Fig. 1: run 1, close-up of the layout
Region (53, 53) to (73, 73) um. Cells in grey, sequential cells in the stronger grey; small squares are vias.
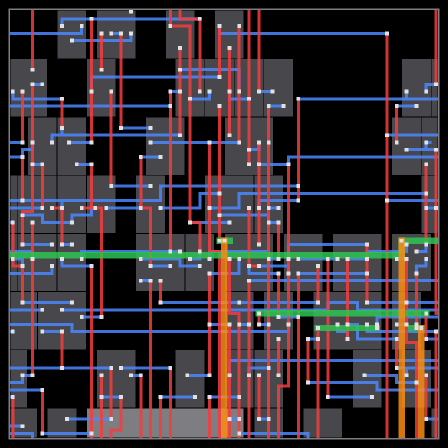
Fig. 2: run 1, I/O nets highlighted
Drawn at 4 px/um.
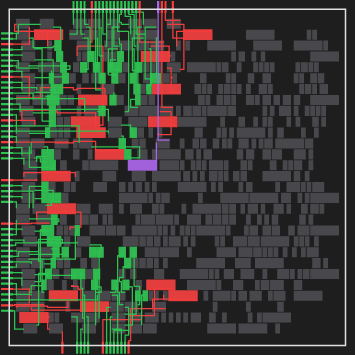
Fig. 3: run 1, clock routing
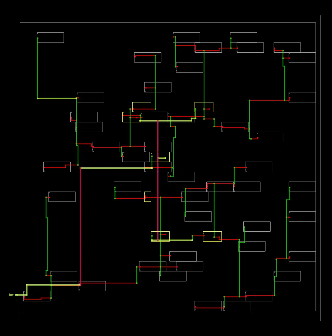
## src/rtl/display_channel_sel.sv

```systemverilog
// display_channel_sel: registered N-to-1 debug-word selector with manual, auto-scan and freeze modes.
module display_channel_sel #(
  parameter int WIDTH    = 16,
  parameter int CHANNELS = 4,
  parameter int SEL_W    = 2,
  parameter int DWELL    = 50000000
) (
  input  logic                      CLK,
  input  logic                      Reset,
  input  logic [CHANNELS*WIDTH-1:0] DataIn,
  input  logic [SEL_W-1:0]          SelectCode,
  input  logic                      AutoScan,
  input  logic                      Freeze,
  input  logic                      NextBtn,
  output logic [WIDTH-1:0]          DataOut,
  output logic [SEL_W-1:0]          CurChan,
  output logic                      Changed
);
  localparam int CW = $clog2(DWELL);
  typedef enum logic [1:0] {MANUAL, AUTO, FROZEN} state_t;
  state_t st;
  logic [CW-1:0] cnt, cnt_base, cnt_nx;
  logic [SEL_W-1:0] sel, inc, cur_nx;
  logic [WIDTH-1:0] ch [CHANNELS];
  logic step;
  for (genvar k = 0; k < CHANNELS; k++) begin : g_ch
    assign ch[k] = DataIn[k*WIDTH +: WIDTH];
  end
  // A scan entered from manual always starts a fresh dwell; a scan resumed from freeze keeps its count.
  always_comb begin
    cnt_base = st == MANUAL ? '0 : cnt;
    step = NextBtn || cnt_base == CW'(DWELL - 1);
    sel = int'(SelectCode) < CHANNELS ? SelectCode : '0;
    inc = CurChan == SEL_W'(CHANNELS - 1) ? '0 : CurChan + SEL_W'(1);
    cur_nx = AutoScan ? (step ? inc : CurChan) : sel;
    cnt_nx = AutoScan && !step ? cnt_base + CW'(1) : '0;
  end
  always_ff @(posedge CLK) begin
    if (Reset) begin
      st <= MANUAL;
      cnt <= '0;
      CurChan <= '0;
      DataOut <= '0;
      Changed <= 1'b0;
    end else if (Freeze) begin
      st <= FROZEN;
      Changed <= 1'b0;
    end else begin
      st <= AutoScan ? AUTO : MANUAL;
      cnt <= cnt_nx;
      CurChan <= cur_nx;
      DataOut <= ch[cur_nx];
      Changed <= cur_nx != CurChan;
    end
  end
endmodule
```

## config.mk

```make
export PLATFORM = sky130hd
export DESIGN_NAME = display_channel_sel
export DESIGN_NICKNAME = d
export VERILOG_FILES = /design/src/rtl/display_channel_sel.sv
export SDC_FILE = /design/constraint.sdc
export NUM_CORES = 1
export LEC_CHECK = 0
export ABC_AREA = 1
export CORE_UTILIZATION = 45
export DETAILED_ROUTE_END_ITERATION = 12
export PLACE_DENSITY_LB_ADDON = 0.1
export SLEW_MARGIN = 0
export SYNTH_ARGS = -nofsm -noshare
export SYNTH_HDL_FRONTEND = slang
export SYNTH_SLANG_ARGS = --single-unit
```

## constraint.sdc

```tcl
create_clock -name CLK -period 2.6 [get_ports CLK]
set_input_delay 0.52 -clock CLK [delete_from_list [all_inputs] [get_ports CLK]]
set_output_delay 0.52 -clock CLK [all_outputs]
set_load 0.005 [all_outputs]
```

==> results.sh, run 1 <==
# flow metrics
export IMPL_status="finished clean"
export IMPL_fin_skew_ns=0.004441
export IMPL_syn_area_um2=3003
export IMPL_cp_slowest_stage_delay_ns=0.35
export IMPL_worst_setup_hold_path_clk_slew_ns=0.09
export IMPL_h_tree_depth=2
export IMPL_ys_area_um2=3003
export IMPL_pg_seq_w=0.000768
export IMPL_layout_drive_gt1_share_pct=8.499
export IMPL_slew_headroom_pct=47.17
export IMPL_yosysSeqAreaShare_pct=31.33
export IMPL_fin_crit_ns=2.345
export IMPL_vias_per_cell=5.371
export IMPL_die_h_um=83.69
export IMPL_edf_count=0
export IMPL_diodes=0
export IMPL_ys_sh_xor_pct=2.042
export IMPL_worst_path_max_delay_cell="dfxtp_1"
export IMPL_yosys_most_used_dff="dfxtp_1"
export IMPL_period_used_pct=90.21
export IMPL_detail_route_first_pass_iterations=5
export IMPL_hold_viol_final=0
export IMPL_path_cells="nor2_1, nor2_1, ha_1, nand3_2, nor2_4, inv_1, nor2_1, nand2_1, nand3_1, nand3_2, nand2_4, clkinv_2, nand3_1, nand3_1, nand2_1"
export IMPL_final_nets=626
export IMPL_slew_violations=0
export IMPL_fp_util_pct=47.02
export IMPL_grtUsageTotal_pct=25.61
export IMPL_netlist_logic_family_top="simple AND/OR/NAND/NOR gates"
export IMPL_fin_ws_ns=0.2546
export IMPL_cts_root_buffer="clkbuf_8"
export IMPL_syn2layout_area_growth_pct=34.87
export IMPL_seqPwrFrac_pct=47.0
export IMPL_ys_cells=468
export IMPL_setup_viol=0
export IMPL_power_leakage_nw=1.481
export IMPL_grt_pass1_wl_um=14810
export IMPL_endpoint_kind="flip-flop"
export IMPL_drc=0
export IMPL_syn_area_per_cell_um2=6.416
export IMPL_critPathArrivalTime_ns=2.59
export IMPL_ys_sh_simple_pct=46.21
export IMPL_first_iter_violations=139
export IMPL_fa_ha_area_share_pct=0.8333
export IMPL_yosys_warnings=0
export IMPL_clock_path_buffers=2
export IMPL_p_sw_w=0.0004637
export IMPL_fp_nets=541
export IMPL_grt_max_degree=33
export IMPL_warning_count=26
export IMPL_crit_fanout=19
export IMPL_die_area_um2=7004
export IMPL_required_ns=2.85
export IMPL_routed_wl_um=8650
export IMPL_ant_nets=0
export IMPL_worst_pin_slew_ns=0.7916
export IMPL_comb_power_w=0.000396
export IMPL_cts_setup_buffers=0
export IMPL_port_buffers=89
export IMPL_p_comb_share_pct=24.2
export IMPL_die_width_um=83.69
export IMPL_synth_async_reset_ratio_pct=0
export IMPL_intPower_w=0.001170
export IMPL_worstSetupPathType="reg2reg"
export IMPL_gp_congestion=0.8802
export IMPL_grt_overflow_total=0
export IMPL_ys_flops=47
export IMPL_switching_share_pct=28.38
export IMPL_min_path_type="reg2reg"
export IMPL_powerDensity_nw_per_um2=403.5
export IMPL_place_hpwl_um=6448
export IMPL_muxShareOfSynthArea_pct=0
export IMPL_io_pins=90
export IMPL_grt_pass1_vias=3365
export IMPL_synth_distinct_cells=39
export IMPL_synth_cells=468
export IMPL_post_drt_wl_per_cell_um=13.73
export IMPL_clk_latency_ns=0.30
export IMPL_dr_total_vias=3384
export IMPL_grt_antenna_before_repair=0
export IMPL_core_area_um2=6386
export IMPL_critPathLaunchType="flip-flop"
export IMPL_post_place_ws_ns=0.2801
export IMPL_rows=29
-- Fig. 1 (at the start) --
- metal 1: blue
- metal 2: red
- metal 4: orange
- metal 3: green
- netlist names of flops here include: cnt (1)
- cells with their middle in the window: 49
- sequential cells in the window: 1
- most frequent: nand2_1 (13), nor2_1 (11), inv_1 (6)

-- Fig. 2 (at the start) --
- Changed: purple (bits 1; direction output; end cells 1; buffers 1; wire 39.6 um)
- DataIn: green (bits 64; direction input; end cells 64; buffers 64; wire 1090 um)
- DataOut: red (bits 16; direction output; end cells 16; buffers 16; wire 472 um)

-- Fig. 3 (at the start) --
Inserted Clock Buffers: 5
flop count: 47
Clk. pwr: 0.000470 W
Sink Count: 47

## run 1: synthesized netlist by cell type, types with 3 or more instances
master,count,area share [%]
nor4_1,4,0.83
nor2_1,50,6.3
nor3_1,4,0.67
nand2_1,94,12
buf_4,3,0.75
dfxtp_1,47,31
inv_1,46,5.8
inv_2,8,1.0
o21ai_1,7,1.2
nand3_2,6,2.0
o21ai_0,10,1.7
a21oi_1,10,1.7
o22ai_1,12,2.5
clkbuf_1,8,1.0
nand3_1,111,18
nand4_1,3,0.63
xnor2_1,4,1.2
buf_2,6,1.0
xor2_1,3,0.88
nor2_2,6,1.3
## run 1: layout make-up
class	count	area, um2
clock buffer	6	82.58
tap	77	96.34
clock inverter	1	5.005
multi-input combinational	347	1750
timing repair buffer	98	970.9
inverter	54	203.9
sequential	47	940.9
fill	614	2336
## run 1: worst paths after layout
path | slack, ns | to | depth (start not counted) | from
min | 0.46 | DataOut[1]$_SDFFE_PP0N_ | 2 | DataOut[1]$_SDFFE_PP0N_
max | 0.25 | DataOut[9]$_SDFFE_PP0N_ | 15 | st[1]$_SDFF_PP0_
max reg2reg | 0.25 | DataOut[9]$_SDFFE_PP0N_ | 15 | st[1]$_SDFF_PP0_
min reg2reg | 0.46 | DataOut[1]$_SDFFE_PP0N_ | 2 | DataOut[1]$_SDFFE_PP0N_
## run 1: flip-flops by register name, summed over array words and instances, names as in the netlist
name,flops
cnt,26
st,2
Changed,1
DataOut,16
CurChan,2
## run 1: what timing repair did
| item | 4_1_cts | 5_1_grt |
|---|---|---|
| gates resized | 0 | 1 |
| setup endpoints to repair | 0 | 1 |
| hold buffers | 0 | 0 |
## run 1: through the flow
step | util [%] | power, W | hold slack (ns) | instances | area, um2
after CTS | 63.40 | 0.001639 | 0.4580 | 630 | 4049
after floorplan | - | 0.0009747 | 0.4433 | 468 | 3003
after global placement | 62.03 | 0.001174 | 0.4367 | 623 | 3961
final | 63.42 | 0.001634 | 0.4583 | 630 | 4050
after global routing | 63.42 | 0.001719 | 0.4891 | 630 | 4050
after detailed placement | 62.03 | 0.001177 | 0.4424 | 623 | 3961
## run 1: per-layer routing
layer | vias up | GRT usage [%] | share of wire (%)
li1 | 1718 | - | -
met1 | 1513 | 29.04 | 41
met2 | 139 | 45.97 | 49
met3 | 14 | 6.726 | 8.4
met4 | 0 | 9.091 | 1.8
met5 | - | 0 | 0
## run 1: placed cells by master (no fill, tap or decap), drive strengths merged, types with 2 or more instances in the layout
master / count
nand3: 118
nand2: 99
clkdlybuf4s50: 89
nor2: 57
inv: 53
dfxtp: 47
o21ai: 18
o22ai: 12
a21oi: 10
buf: 9
clkbuf: 6
nor3: 6
xnor2: 4
nor4: 4
xor2: 3
nand4: 3
or2: 3
o32ai: 2
clkinv: 2
ha: 2
## run 1: critical path, delay by kind of cell (launching register included)
family / cells / cell delay, ns
adders and majority gates: 1 / 0.22
buffers and inverters: 2 / 0.34
DFF: 1 / 0.35
and+or+nand+nor: 12 / 1.37
Fig. 4: run 1, wiring by layer
Drawn at 6 px/um. Only two layers are drawn.
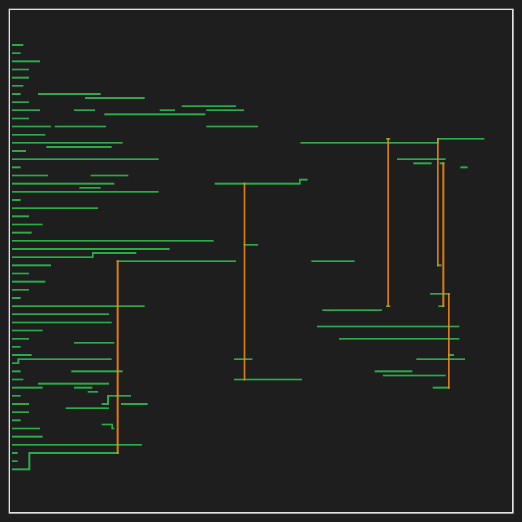

## Run 2: what changed since run 1
--- a/config.mk
+++ b/config.mk
@@ -8,7 +8,7 @@
 export ABC_AREA = 1
 export CORE_UTILIZATION = 45
 export DETAILED_ROUTE_END_ITERATION = 12
-export PLACE_DENSITY_LB_ADDON = 0.1
+export PLACE_DENSITY = 0.83
 export SLEW_MARGIN = 0
 export SYNTH_ARGS = -nofsm -noshare
 export SYNTH_HDL_FRONTEND = slang
Fig. 5: run 2, wiring by layer
Drawn at 6 px/um. Only two layers are drawn.
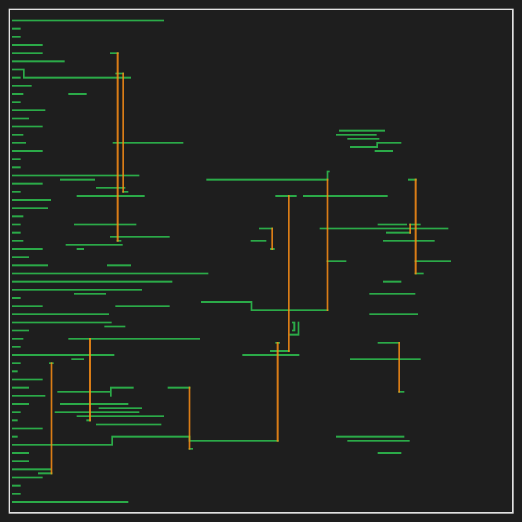
- metal 3: green (wire length 815 um)
- metal 4: orange (wire length 186 um)
total track usage: 24.92%
Routed WL: 8686 um
drt wl/cell: 13.81 um
routed via count: 3460

Fig. 6: run 2, M2 wires
Drawn at 4 px/um. Cells faint in the background.
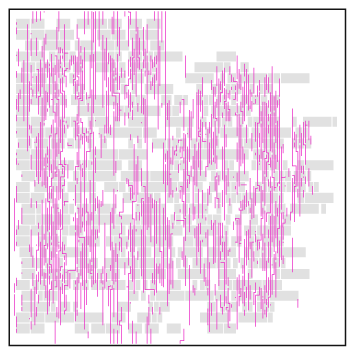
- wire length on this layer: 4250 um
- nets with wire on the layer: 506
- share of all routed wire: 49%
- main direction: vertical
- longest straight run: 43.5 um
M2 GR Usage: 43.83%

==> results.sh, run 2 <==
# flow metrics
export IMPL_required_ns=2.77
export IMPL_cts_sinks=47
export IMPL_worst_setup_hold_path_clk_slew_ns=0.09
export IMPL_min_path_type="reg2reg"
export IMPL_numCtsBuffers=5
export IMPL_power_leakage_nw=1.474
export IMPL_detail_route_first_pass_iterations=5
export IMPL_ant_nets=0
export IMPL_port_buffers=89
export IMPL_grt_antenna_before_repair=0
export IMPL_rows=29
export IMPL_grt_max_degree=33
export IMPL_path_cells="nor2_1, nor2_1, ha_1, nand3_2, nor2_4, nand3_2, o21ai_2, inv_1, nand2_1, inv_2, o21ai_1, a21oi_1, o21bai_1"
export IMPL_setup_viol=0
export IMPL_edf_count=0
export IMPL_grt_pass1_wl_um=14430
export IMPL_topCellsByArea="dfxtp_1 (31%), nand3_1 (19%), nand2_1 (12%), nor2_1 (6.3%), inv_1 (5.8%)"
export IMPL_worst_pin_slew_ns=0.7477
export IMPL_syn2layout_area_growth_pct=34.63
export IMPL_powerDensity_nw_per_um2=411.2
export IMPL_critPathBufInv=2
export IMPL_vias_per_cell=5.501
export IMPL_syn_area_per_cell_um2=6.416
export IMPL_seq_area_um2=940.9
export IMPL_cp_slowest_stage_delay_ns=0.35
export IMPL_fp_nets=541
export IMPL_path_depth=13
export IMPL_lay_top_cells="nand3_1 (111), nand2_1 (94), clkdlybuf4s50_1 (89), nor2_1 (50), dfxtp_1 (47)"
export IMPL_yosys_most_used_dff="dfxtp_1"
export IMPL_worstSetupPathType="reg2reg"
export IMPL_layout_drive_gt1_share_pct=8.152
export IMPL_warning_count=26
export IMPL_fin_crit_ns=2.355
export IMPL_r2r_cells=13
export IMPL_status="finished clean"
Fig. 7: run 2, I/O nets highlighted
Drawn at 4 px/um.
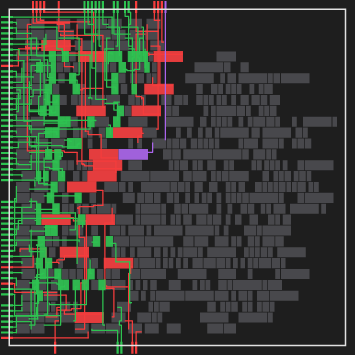
- DataOut: red (bits 16; direction output; end cells 16; buffers 16; wire 658 um)
- Changed: purple (bits 1; direction output; end cells 1; buffers 1; wire 35.9 um)
- DataIn: green (bits 64; direction input; end cells 64; buffers 64; wire 1110 um)

run 2: cell counts after synthesis:
No cell type changed its count.
run 2: final timing paths:
check,start,endpoint,slack (ns)
max reg2reg,st[0]$_SDFF_PP0_,cnt[15]$_SDFFE_PP0N_,0.25
min,DataOut[12]$_SDFFE_PP0N_,DataOut[12]$_SDFFE_PP0N_,0.45
min reg2reg,DataOut[12]$_SDFFE_PP0N_,DataOut[12]$_SDFFE_PP0N_,0.45
max,st[0]$_SDFF_PP0_,cnt[15]$_SDFFE_PP0N_,0.25
run 2: metrics by stage:
step	instances	instance area [um2]	total power, W	setup slack, ns	hold WS, ns
floorplan	468	3003	0.0009747	0.2944	0.4433
global placement	621	3934	0.001172	0.3500	0.4385
detailed placement	621	3934	0.001177	0.2620	0.4385
CTS	629	4034	0.001663	0.2061	0.4569
global route	629	4043	0.001744	0.01038	0.4777
finish	629	4043	0.001662	0.2454	0.4519
run 2: cells by family after synthesis:
family,count (synthesis),synth area share [%]
compound gates,47,9.209
xor+xnor,7,2.042
fa+ha+maj,2,0.8332
buf+inv,74,10.38
flops,47,31.33
simple gates,291,46.21
run 2: metal layers:
| metal | track usage [%] | share of wire (%) | vias up | routed length [um] |
|---|---|---|---|---|
| li1 | - | - | 1719 | - |
| met5 | 0 | 0 | - | 0 |
| met3 | 6.429 | 9.4 | 26 | 814 |
| met2 | 43.83 | 49 | 180 | 4253 |
| met4 | 7.396 | 2.1 | 0 | 185 |
| met1 | 29.69 | 40 | 1535 | 3431 |
run 2: timing repair:
action	4_1_cts	5_1_grt
endpoints found under the hold margin	0	0
setup endpoints to repair	0	2
setup buffers	0	0
resized	0	2
run 2: layout make-up:
| class | instances | area share (%) |
|---|---|---|
| clock buffer | 8 | 2.476 |
| inverter | 54 | 5.014 |
| multi-input combinational | 347 | 43.42 |
| sequential | 47 | 23.27 |
| tap | 77 | 2.383 |
| timing repair buffer | 96 | 23.43 |
run 2: tightest hold or removal path, cell delays in order, from the launching register on:
cell	delay, ns
dfxtp_1	0.31
nand2_1	0.06
nand2_1	0.04
run 2: power breakdown:
group | leakage (nW) | switching, W | total [W] | internal, W
registers | 0.383 | 0.0000220 | 0.000771 | 0.000749
clock network | 0.0515 | 0.000253 | 0.000497 | 0.000243
logic | 1.04 | 0.000185 | 0.000395 | 0.000210
No activity file was given, so power comes from the tool's default toggle rates.
